<file path="config.mk">
export PLATFORM = sky130hd
export DESIGN_NAME = security_access_ctrl
export DESIGN_NICKNAME = d
export VERILOG_FILES = /design/src/rtl/security_access_ctrl_pkg.sv /design/src/rtl/security_access_ctrl_lockout_timer.sv /design/src/rtl/security_access_ctrl.sv
export SDC_FILE = /design/constraint.sdc
export NUM_CORES = 1
export LEC_CHECK = 0
export CAP_MARGIN = 40
export CORE_MARGIN = 2
export CORE_UTILIZATION = 43
export CTS_CLUSTER_DIAMETER = 200
export DETAILED_ROUTE_END_ITERATION = 10
export GPL_ROUTABILITY_DRIVEN = 0
export PLACE_DENSITY_LB_ADDON = 0.15
export SLEW_MARGIN = 5
export SYNTH_ARGS = -nofsm -noshare
export SYNTH_HDL_FRONTEND = slang
export SYNTH_HIERARCHICAL = 1
export SYNTH_SLANG_ARGS = --single-unit
</file>
<file path="constraint.sdc">
create_clock -name clk -period 3.3 [get_ports clk]
set_clock_uncertainty 0.15 [all_clocks]
set_input_delay 0.99 -clock clk [delete_from_list [all_inputs] [get_ports clk]]
set_output_delay 0.99 -clock clk [all_outputs]
set_load 0.005 [all_outputs]
</file>
<file path="src/rtl/security_access_ctrl_pkg.sv">
// security_pkg: shared types and constants for the security access front-end.
//   state_e            controller FSM states
//   DIR_MEM / DIR_REG  request direction encodings (encode / decode path)
//   UNLOCK_KEY_DEFAULT default key value that grants access
package security_pkg;

  typedef enum logic [1:0] {
    IDLE    = 2'd0,
    XFER    = 2'd1,
    RESP    = 2'd2,
    LOCKOUT = 2'd3
  } state_e;

  localparam logic DIR_MEM = 1'b0;
  localparam logic DIR_REG = 1'b1;

  localparam logic [15:0] UNLOCK_KEY_DEFAULT = 16'h0032;

endpackage

</file>
<file path="src/rtl/security_access_ctrl_lockout_timer.sv">
// sec_lockout_timer: consecutive bad-key counter and timed lockout.
//   clk, rst_n  clock, asynchronous active-low reset
//   bad_key     pulse: a request with a wrong key was accepted
//   good_key    pulse: a request with the correct key was accepted (clears count)
//   start       pulse: begin a lockout of LOCK_CYCLES cycles
//   trip        fail count has reached MAX_FAIL
//   locked      lockout in progress
//   expire      last cycle of the lockout (locked drops on the next edge)
module sec_lockout_timer #(
  parameter int unsigned MAX_FAIL    = 3,
  parameter int unsigned LOCK_CYCLES = 256
) (
  input  logic clk,
  input  logic rst_n,
  input  logic bad_key,
  input  logic good_key,
  input  logic start,
  output logic trip,
  output logic locked,
  output logic expire
);

  localparam int unsigned FW = $clog2(MAX_FAIL + 1);
  localparam int unsigned LW = $clog2(LOCK_CYCLES + 1);

  logic [FW-1:0] fail_cnt;
  logic [LW-1:0] lock_cnt;

  assign trip   = (fail_cnt == FW'(MAX_FAIL));
  assign expire = locked && (lock_cnt == LW'(1));

  always_ff @(posedge clk or negedge rst_n) begin
    if (!rst_n) begin
      fail_cnt <= '0;
      lock_cnt <= '0;
      locked   <= 1'b0;
    end else begin
      if (start) begin
        locked   <= 1'b1;
        lock_cnt <= LW'(LOCK_CYCLES);
      end else if (locked) begin
        lock_cnt <= lock_cnt - LW'(1);
        if (expire) locked <= 1'b0;
      end

      // Expiry and accepts never coincide: no request is taken while locked.
      if (expire || good_key) begin
        fail_cnt <= '0;
      end else if (bad_key && !trip) begin
        fail_cnt <= fail_cnt + FW'(1);
      end
    end
  end

endmodule

</file>
<file path="src/rtl/security_access_ctrl.sv">
// security_access_ctrl: front-end for the data encode/decode transform.
// Accepts one request at a time, checks the caller key, drives the transform
// with exactly one access code for XFORM_LAT cycles, captures the result and
// returns it on a valid/ready response channel. Repeated bad keys lock out.
//   clk, rst_n                    clock, asynchronous active-low reset
//   req_valid/req_ready           request handshake
//   req_dir, req_data, req_key    direction (0 encode, 1 decode), operand, key
//   sec_data_in                   operand to transform
//   sec_key_mem, sec_key_reg      access codes (only one nonzero, only in XFER)
//   sec_data_out                  transform result
//   rsp_valid/rsp_ready           response handshake
//   rsp_data, rsp_err             captured result (0 on error), key-rejected flag
//   locked                        lockout active
module security_access_ctrl
  import security_pkg::*;
#(
  parameter int unsigned       DATA_W      = 32,
  parameter int unsigned       KEY_W       = 16,
  parameter logic [KEY_W-1:0]  UNLOCK_KEY  = KEY_W'(UNLOCK_KEY_DEFAULT),
  parameter int unsigned       MAX_FAIL    = 3,
  parameter int unsigned       LOCK_CYCLES = 256,
  parameter int unsigned       XFORM_LAT   = 1
) (
  input  logic              clk,
  input  logic              rst_n,
  input  logic              req_valid,
  output logic              req_ready,
  input  logic              req_dir,
  input  logic [DATA_W-1:0] req_data,
  input  logic [KEY_W-1:0]  req_key,
  output logic [DATA_W-1:0] sec_data_in,
  output logic [KEY_W-1:0]  sec_key_mem,
  output logic [KEY_W-1:0]  sec_key_reg,
  input  logic [DATA_W-1:0] sec_data_out,
  output logic              rsp_valid,
  input  logic              rsp_ready,
  output logic [DATA_W-1:0] rsp_data,
  output logic              rsp_err,
  output logic              locked
);

  localparam int unsigned XW = $clog2(XFORM_LAT + 1);

  state_e        state;
  logic [XW-1:0] xfer_cnt;

  logic accept, key_ok, trip, expire, lock_start;

  assign accept     = (state == IDLE) && req_valid && req_ready;
  assign key_ok     = (req_key == UNLOCK_KEY);
  assign lock_start = (state == RESP) && rsp_ready && trip;

  sec_lockout_timer #(
    .MAX_FAIL    (MAX_FAIL),
    .LOCK_CYCLES (LOCK_CYCLES)
  ) u_lockout (
    .clk      (clk),
    .rst_n    (rst_n),
    .bad_key  (accept && !key_ok),
    .good_key (accept && key_ok),
    .start    (lock_start),
    .trip     (trip),
    .locked   (locked),
    .expire   (expire)
  );

  // req_ready is a registered copy of "next state is IDLE"; it resets low and
  // rises on the first edge after reset release.
  always_ff @(posedge clk or negedge rst_n) begin
    if (!rst_n) begin
      state       <= IDLE;
      req_ready   <= 1'b0;
      xfer_cnt    <= '0;
      sec_data_in <= '0;
      sec_key_mem <= '0;
      sec_key_reg <= '0;
      rsp_valid   <= 1'b0;
      rsp_data    <= '0;
      rsp_err     <= 1'b0;
    end else begin
      unique case (state)
        IDLE: begin
          if (accept) begin
            req_ready <= 1'b0;
            if (key_ok) begin
              sec_data_in <= req_data;
              sec_key_mem <= (req_dir == DIR_MEM) ? UNLOCK_KEY : '0;
              sec_key_reg <= (req_dir == DIR_REG) ? UNLOCK_KEY : '0;
              xfer_cnt    <= XW'(XFORM_LAT - 1);
              state       <= XFER;
            end else begin
              rsp_valid <= 1'b1;
              rsp_data  <= '0;
              rsp_err   <= 1'b1;
              state     <= RESP;
            end
          end else begin
            req_ready <= 1'b1;
          end
        end

        XFER: begin
          if (xfer_cnt == '0) begin
            rsp_data    <= sec_data_out;
            rsp_err     <= 1'b0;
            rsp_valid   <= 1'b1;
            sec_data_in <= '0;
            sec_key_mem <= '0;
            sec_key_reg <= '0;
            state       <= RESP;
          end else begin
            xfer_cnt <= xfer_cnt - XW'(1);
          end
        end

        RESP: begin
          if (rsp_ready) begin
            rsp_valid <= 1'b0;
            if (trip) begin
              state <= LOCKOUT;
            end else begin
              state     <= IDLE;
              req_ready <= 1'b1;
            end
          end
        end

        LOCKOUT: begin
          if (expire) begin
            state     <= IDLE;
            req_ready <= 1'b1;
          end
        end

        default: begin
          state     <= IDLE;
          req_ready <= 1'b0;
        end
      endcase
    end
  end

endmodule
</file>
==> run_1/ff_map.png <==
Scale: 4 px per um.
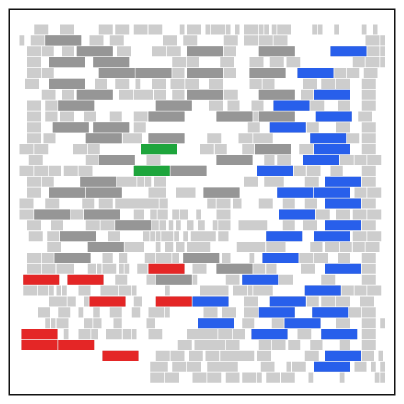
legend:
  `u_lockout/lock_cnt`:
    color: red
    placed_flops: 9
    where: lower left
  `rsp_data`:
    color: blue
    placed_flops: 32
  `u_lockout/fail_cnt`:
    color: green
    placed_flops: 2
not colored: 40
Layout Utilization: 0.655
flip-flop and latch share of the layout cell area: 0.386
sequential cell area: 2080 sq um

==> run_1/layers.png <==
Scale: 4 px per um.
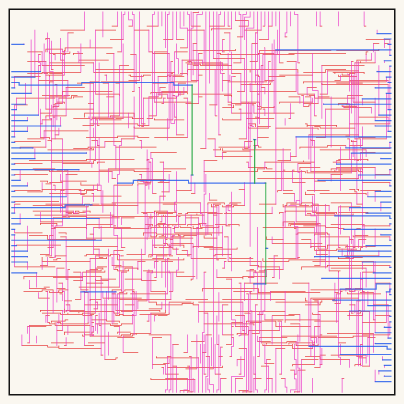
legend:
  M1:
    color: red
    wire_length: 3,760 um
  M2:
    color: magenta
    wire_length: 4,110 um
  M3:
    color: blue
    wire_length: 709 um
  M4:
    color: green
    wire_length: 58.5 um
vias: 2,719
final routed wirelength across all metal layers: 8640 um
Routed wire per std cell: 15.8 um
global-route total usage across every layer: 0.190

==> run_1/util_map.png <==
Scale: 4 px per um. The die is cut into 10 by 10 equal tiles; white is low, dark blue is high, 0 to 100% covered.
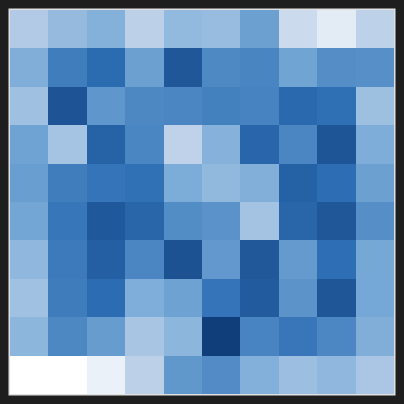
emptiest ninth of the die: lower left
mean over tiles: 57%
tiles over 75% full: 21%
nearly empty tiles: 2.0%
fullest tile: 94%
placeable core region: 8220 sq um
Core Density at Floorplan: 0.443

==> run_1/floorplan.png <==
Scale: 4 px per um. Pins as bars on the die edge. Tap cells in gray.
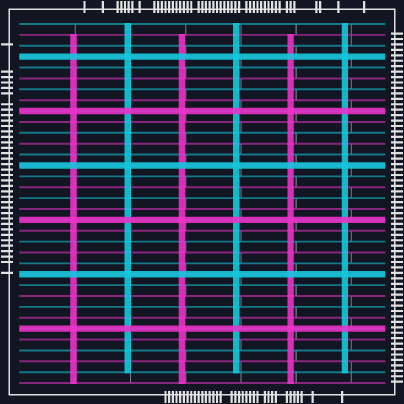
legend:
  VSS:
    color: magenta
  VDD:
    color: cyan
rows: 33
met4 straps: 6
Vert. Die Dim: 96.0 um
Max VDD drop: 325 uV
horizontal die dimension: 96.0 um

==> run notes, run 1 <==
Implementation results

The root buffer cell is clkbuf_8. After clock tree synthesis, the repair step resized 0 gates. The worst hold path class is flip-flop to flip-flop. Per the finish-stage timing summary, setup violations number 0. In the final timing run, aggregate negative setup slack is 0 ns. By area the synthesized netlist is led by dfrtp_1 57%, a22o_1 16%, buf_4 6.2%.

OpenROAD emitted warnings numbering 27. The synthesis report names the predominant flop master as dfrtp_1. By count the netlist is led by 83 x dfrtp_1, 65 x a22o_1, 30 x buf_4. The total half-perimeter wirelength after legalization and detailed placement is around 6300 um. The number of design rule violations left after detail routing is 0.

The flow ran to the end, and the final reports show no timing, DRC or antenna violations. The required time of the worst setup path is about 3.4 ns. According to the finish report, the design has a final net count of 526. The number of hold buffers added after CTS was 0. The number of max-slew violations in the final report is 0. For reference, the post-synthesis area per instance comes to about 13 sq um. The number of synthesized flops with an enable pin is 0. The worst register-to-register path has a depth of 5. The synthesis stats list as the most numerous cell dfrtp_1. The share of Yosys cell area claimed by the top area cell type is 0.571. From synthesis to final layout, the design area changed by 47.9%.

The data arrival time of the critical path is 2.76 ns. The smallest clock period supported by the final layout is computed as approximately 2.7 ns. The normalized max-slew margin is 0.647. STA lists the endpoint of the worst register-to-register path as u_lockout/lock_cnt[5].

After synthesis, the share of flip-flops with an asynchronous set or reset is 1.00. Setup repair after global routing left no endpoint under its margin. The row count is 33.

The clock tree from TritonCTS is yes. Among all stages on the critical path, the maximum delay recorded is 0.53 ns. The number of global-route vias before repair is 2,752. Once layout is complete, the cells apart from fillers number 548. After clock tree synthesis, the setup repair step added 0 buffers.

In the layout the commonest cells are 157 x clkdlybuf4s50_1, 83 x dfrtp_1, 65 x a22o_1. The number of hold violations in the final report is 0. The number of sinks driven by the clock tree is a little over 80.

During I/O placement, the number of pins put on the boundary was between 150 and 200. The synth_stat.txt file lists the number of cells as 285. Per the run summary, max-cap violations total 0. In this run the worst path has a maximum fanout of 33.

The most common logic cell in the final layout is clkdlybuf4s50_1. The source of the critical timing path is req_key[10]. The total overflow reported by the global router is 0. The flow reports an fmax of ~370 MHz. The largest registers in the layout are rsp_data (32), sec_data_in (32), u_lockout/lock_cnt (9). The first global-routing pass estimated roughly 13,000 um of wire. The initial antenna violation count is 0.
==> run 1: cells by family after synthesis <==
family,Yosys count,share of synthesized area
muxes,5,0.0148
DFF,83,0.571
other,1,0.00103
xor gates and xnor gates,4,0.00963
and+or+nand+nor,53,0.103
AOI/OAI and AO/OA,83,0.191
buffers and inverters,53,0.100
adders and majority gates,3,0.0103
==> run 1: stage by stage <==
stage	util	setup WS (ns)	cell area, sq um	power, uW	hold WS [ns]
final	0.655	0.618	5380	3440	0.352
after global routing	0.655	0.546	5380	3680	0.373
after CTS	0.655	0.619	5380	3480	0.357
after detailed placement	0.631	0.250	5190	2750	0.332
after global placement	0.631	0.304	5190	2710	0.332
after floorplan	-	0.797	3730	2100	0.339
==> run 1: area by class of cell <==
type                            count  area (sq um)  area share
Clock buffer                       11           131      0.0244
Clock inverter                      5          62.6      0.0116
Inverter                            7          26.3     0.00488
Multi-Input combinational cell    174          1300       0.241
Sequential cell                    83          2080       0.386
Tap cell                          105           131      0.0244
Timing Repair Buffer              163          1650       0.307
==> run 1: metal layers <==
layer	wire (um)	up-vias	track usage
li1	-	1293	-
met1	3760	1309	0.254
met2	4110	110	0.302
met3	708	7	0.0572
met4	58	0	0.0548
met5	0	-	0
==> run 1: how the worst max path moves through the flow <==
stage | endpoint | slack [ns] | cells past startpoint
6_report | sec_data_in[30] | 0.62 | 5
4_1_cts | sec_data_in[27] | 0.62 | 5
3_5_place_dp | sec_key_mem[4] | 0.25 | 5
2_1_floorplan | u_lockout/lock_cnt[5] | 0.80 | 5
3_3_place_gp | sec_data_in[1] | 0.30 | 5
5_1_grt | sec_data_in[2] | 0.55 | 5
==> run 1: power breakdown <==
part | internal [uW] | switching [uW]
combinational | 752 | 479
clock | 355 | 359
sequential | 1290 | 203
total | 2400 | 1040
==> run_1/clock_nets.png <==
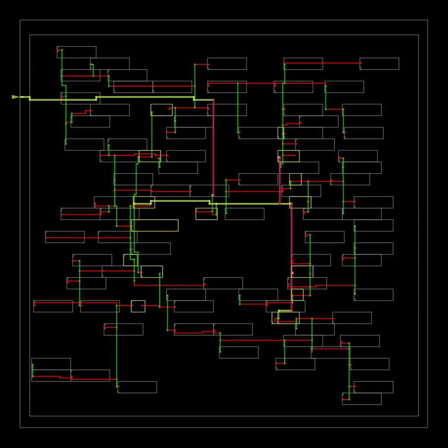

--- run 2 (diff from run 1) ---
--- a/config.mk
+++ b/config.mk
@@ -7,7 +7,7 @@
 export LEC_CHECK = 0
 export CAP_MARGIN = 40
 export CORE_MARGIN = 2
-export CORE_UTILIZATION = 43
+export CORE_UTILIZATION = 36
 export CTS_CLUSTER_DIAMETER = 200
 export DETAILED_ROUTE_END_ITERATION = 10
 export GPL_ROUTABILITY_DRIVEN = 0
==> constraint.sdc (replaced) <==
create_clock -name clk -period 2.4 [get_ports clk]
set_clock_uncertainty 0.15 [all_clocks]
set_input_delay 0.72 -clock clk [delete_from_list [all_inputs] [get_ports clk]]
set_output_delay 0.72 -clock clk [all_outputs]
set_load 0.005 [all_outputs]
==> run_2/clock_nets.png <==
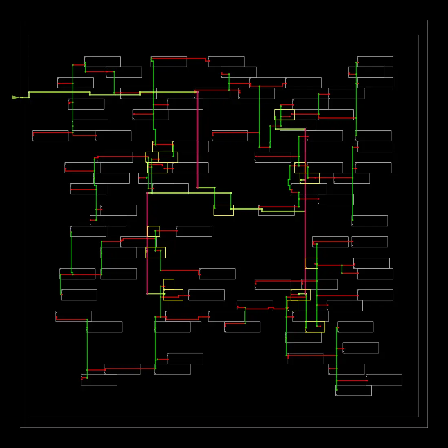
number of buffers created by CTS: 9
layout clock buffer count: 10
number of sinks handled by clock tree synthesis: 83
number of sequential storage elements: 83
clk ins delay skew pair: 0.34 ns

==> run 2 against run 1 <==
Against the previous run:
- register-to-register slack got worse by 0.84 ns
- worst hold slack got worse by 0.21 ns
- combinational power rose by 43%
- synthesized area did not move
- final area rose by 1.5%
- global-route usage fell by 2.4 points
==> run notes, run 2 <==
Implementation results

The flow ran to the end, and the final reports show no timing, DRC or antenna violations. The number of max-slew violations in the final report is 0 (unchanged). The clock network power is 934 uW (+31%). The worst IR drop on VDD is 316 uV (-2.7%). The combinational power came to 1760 uW (+43%). Setup repair after global routing left no endpoint under its margin. The final net count was 533 (+1.3%).

The routed design could run at a clock period as short as between 2 and 2.5 ns. The highest layer used for signal routing is met4. The most frequent standard cell in the layout excluding fill and tap cells is clkdlybuf4s50_1.

The initial antenna violation count is 0 (unchanged). The required time of the worst setup path is 2.48 ns (-0.89 ns). The total overflow reported by the global router is 0 (unchanged).

The routed metal-1 wire length is 4130 um (+9.8%). The total half-perimeter wirelength after legalization and detailed placement is 6380 um (+0.66%). TritonCTS built the clock tree. The switching power was 1470 uW (+41%). The registers reported with the highest flop counts are rsp_data (32), sec_data_in (32), u_lockout/lock_cnt (9).

The delay of the slowest critical-path stage is 0.51 ns (-0.02 ns). The number of global-route vias before repair is 2,767 (+0.55%). The aggregate routed wire length is 8880 um (+2.8%). The met3 wire length is 543 um (-23%). The fraction of power spent switching nets is 0.311 (+0.00798). The max-capacitance violation count was 0 (unchanged).

The global-route wire length before repair is 14,600 um (+8.0%). The post-cts repair resize count is 0 (unchanged). The top fanout value on the critical path is 33 (unchanged). The share of total power in sequential cells is 0.430 (-0.004). The x dimension of the die is 105 um (+8.9%). The share of Yosys cell area claimed by the top area cell type was 0.571 (unchanged).

The clock share of power is 0.198 (-0.010). The number of buffers inserted for hold repair after clock tree synthesis was 0 (unchanged). The internal cell power is 3250 uW (+36%). The number of endpoints failing setup at the final stage is 0 (unchanged). The count of instantiated cells in the yosys netlist is 285 (unchanged). Yosys attributes the largest share of cell area to dfrtp_1 57%, a22o_1 16%, buf_4 6.2%.

The met3 layer usage reported by global route was 0.0462 (-0.0110). The data arrival time of the critical path is 2.42 ns (-0.34 ns). The floorplan-stage core utilization was 0.372 (-0.0706). The global-route met1 utilization is 0.229 (-0.0249). The total length of routed met2 wires is 4120 um (+0.24%). The mean post-synth cell area was 12.8 sq um (unchanged). Timing would allow up to between 400 and 500 MHz.

In the synthesized netlist, the cells that appear most often are 83 x dfrtp_1, 65 x a22o_1, 30 x buf_4. The core outline area is 9770 sq um (+19%). The group that draws the most power in this run is registers. The met2 global-route usage was 0.258 (-0.0438).
[run 2: netlist changes by cell type in the layout (fill, tap and decap cells not counted)]
cell / delta
clkbuf_1: -2
clkbuf_8: +1
buf_4: +7
inv_6: +1
bufinv_16: -1
clkinvlp_4: +1
[run 2: cell type report]
cell class	instances	area, sq um	share of cell area
Sequential cell	83	2080	0.380
Timing Repair Buffer	170	1710	0.313
Multi-Input combinational cell	174	1300	0.238
Tap cell	133	166	0.0305
Clock buffer	10	138	0.0252
Clock inverter	6	48.8	0.00894
Inverter	7	26.3	0.00481
[run 2: worst paths after layout]
check / start / to / slack [ns] / cells after the start
min: rst_n / rsp_data[14] / 0.14 / 1
min reg2reg: sec_data_in[27] / sec_data_in[27] / 0.35 / 1
max: req_key[10] / sec_data_in[8] / 0.06 / 5
max in group asynchronous: rst_n / sec_data_in[15] / 1.34 / 2
max reg2reg: u_lockout/fail_cnt[0] / u_lockout/lock_cnt[6] / 0.51 / 6
min in group clk: sec_data_in[27] / sec_data_in[27] / 0.35 / 1
[run 2: cell families after synthesis]
family | after synthesis | synth area share
flops | 83 | 0.571
compound gates | 83 | 0.191
other cells | 1 | 0.00103
mux | 5 | 0.0148
buf+inv | 53 | 0.100
fa+ha+maj | 3 | 0.0103
xor+xnor | 4 | 0.00963
simple gates | 53 | 0.103
[run 2: worst max-delay path, delay by kind of cell]
kind / cells / cell delay [ns]
buffers and inverters: 1 / 0.45
AND-OR/OR-AND: 2 / 0.74
AND/OR/NAND/NOR: 2 / 0.49
[run 2: through the flow]
step / TNS [ns] / instance area (sq um) / worst slack [ns]
floorplan: 0 / 3730 / 0.167
global placement: -16.56 / 5270 / -0.272
detailed placement: -18.78 / 5270 / -0.319
CTS: 0 / 5460 / 0.0580
global route: 0 / 5460 / 0.000870
finish: 0 / 5460 / 0.0633
No activity file was given, so power comes from the tool's default toggle rates.
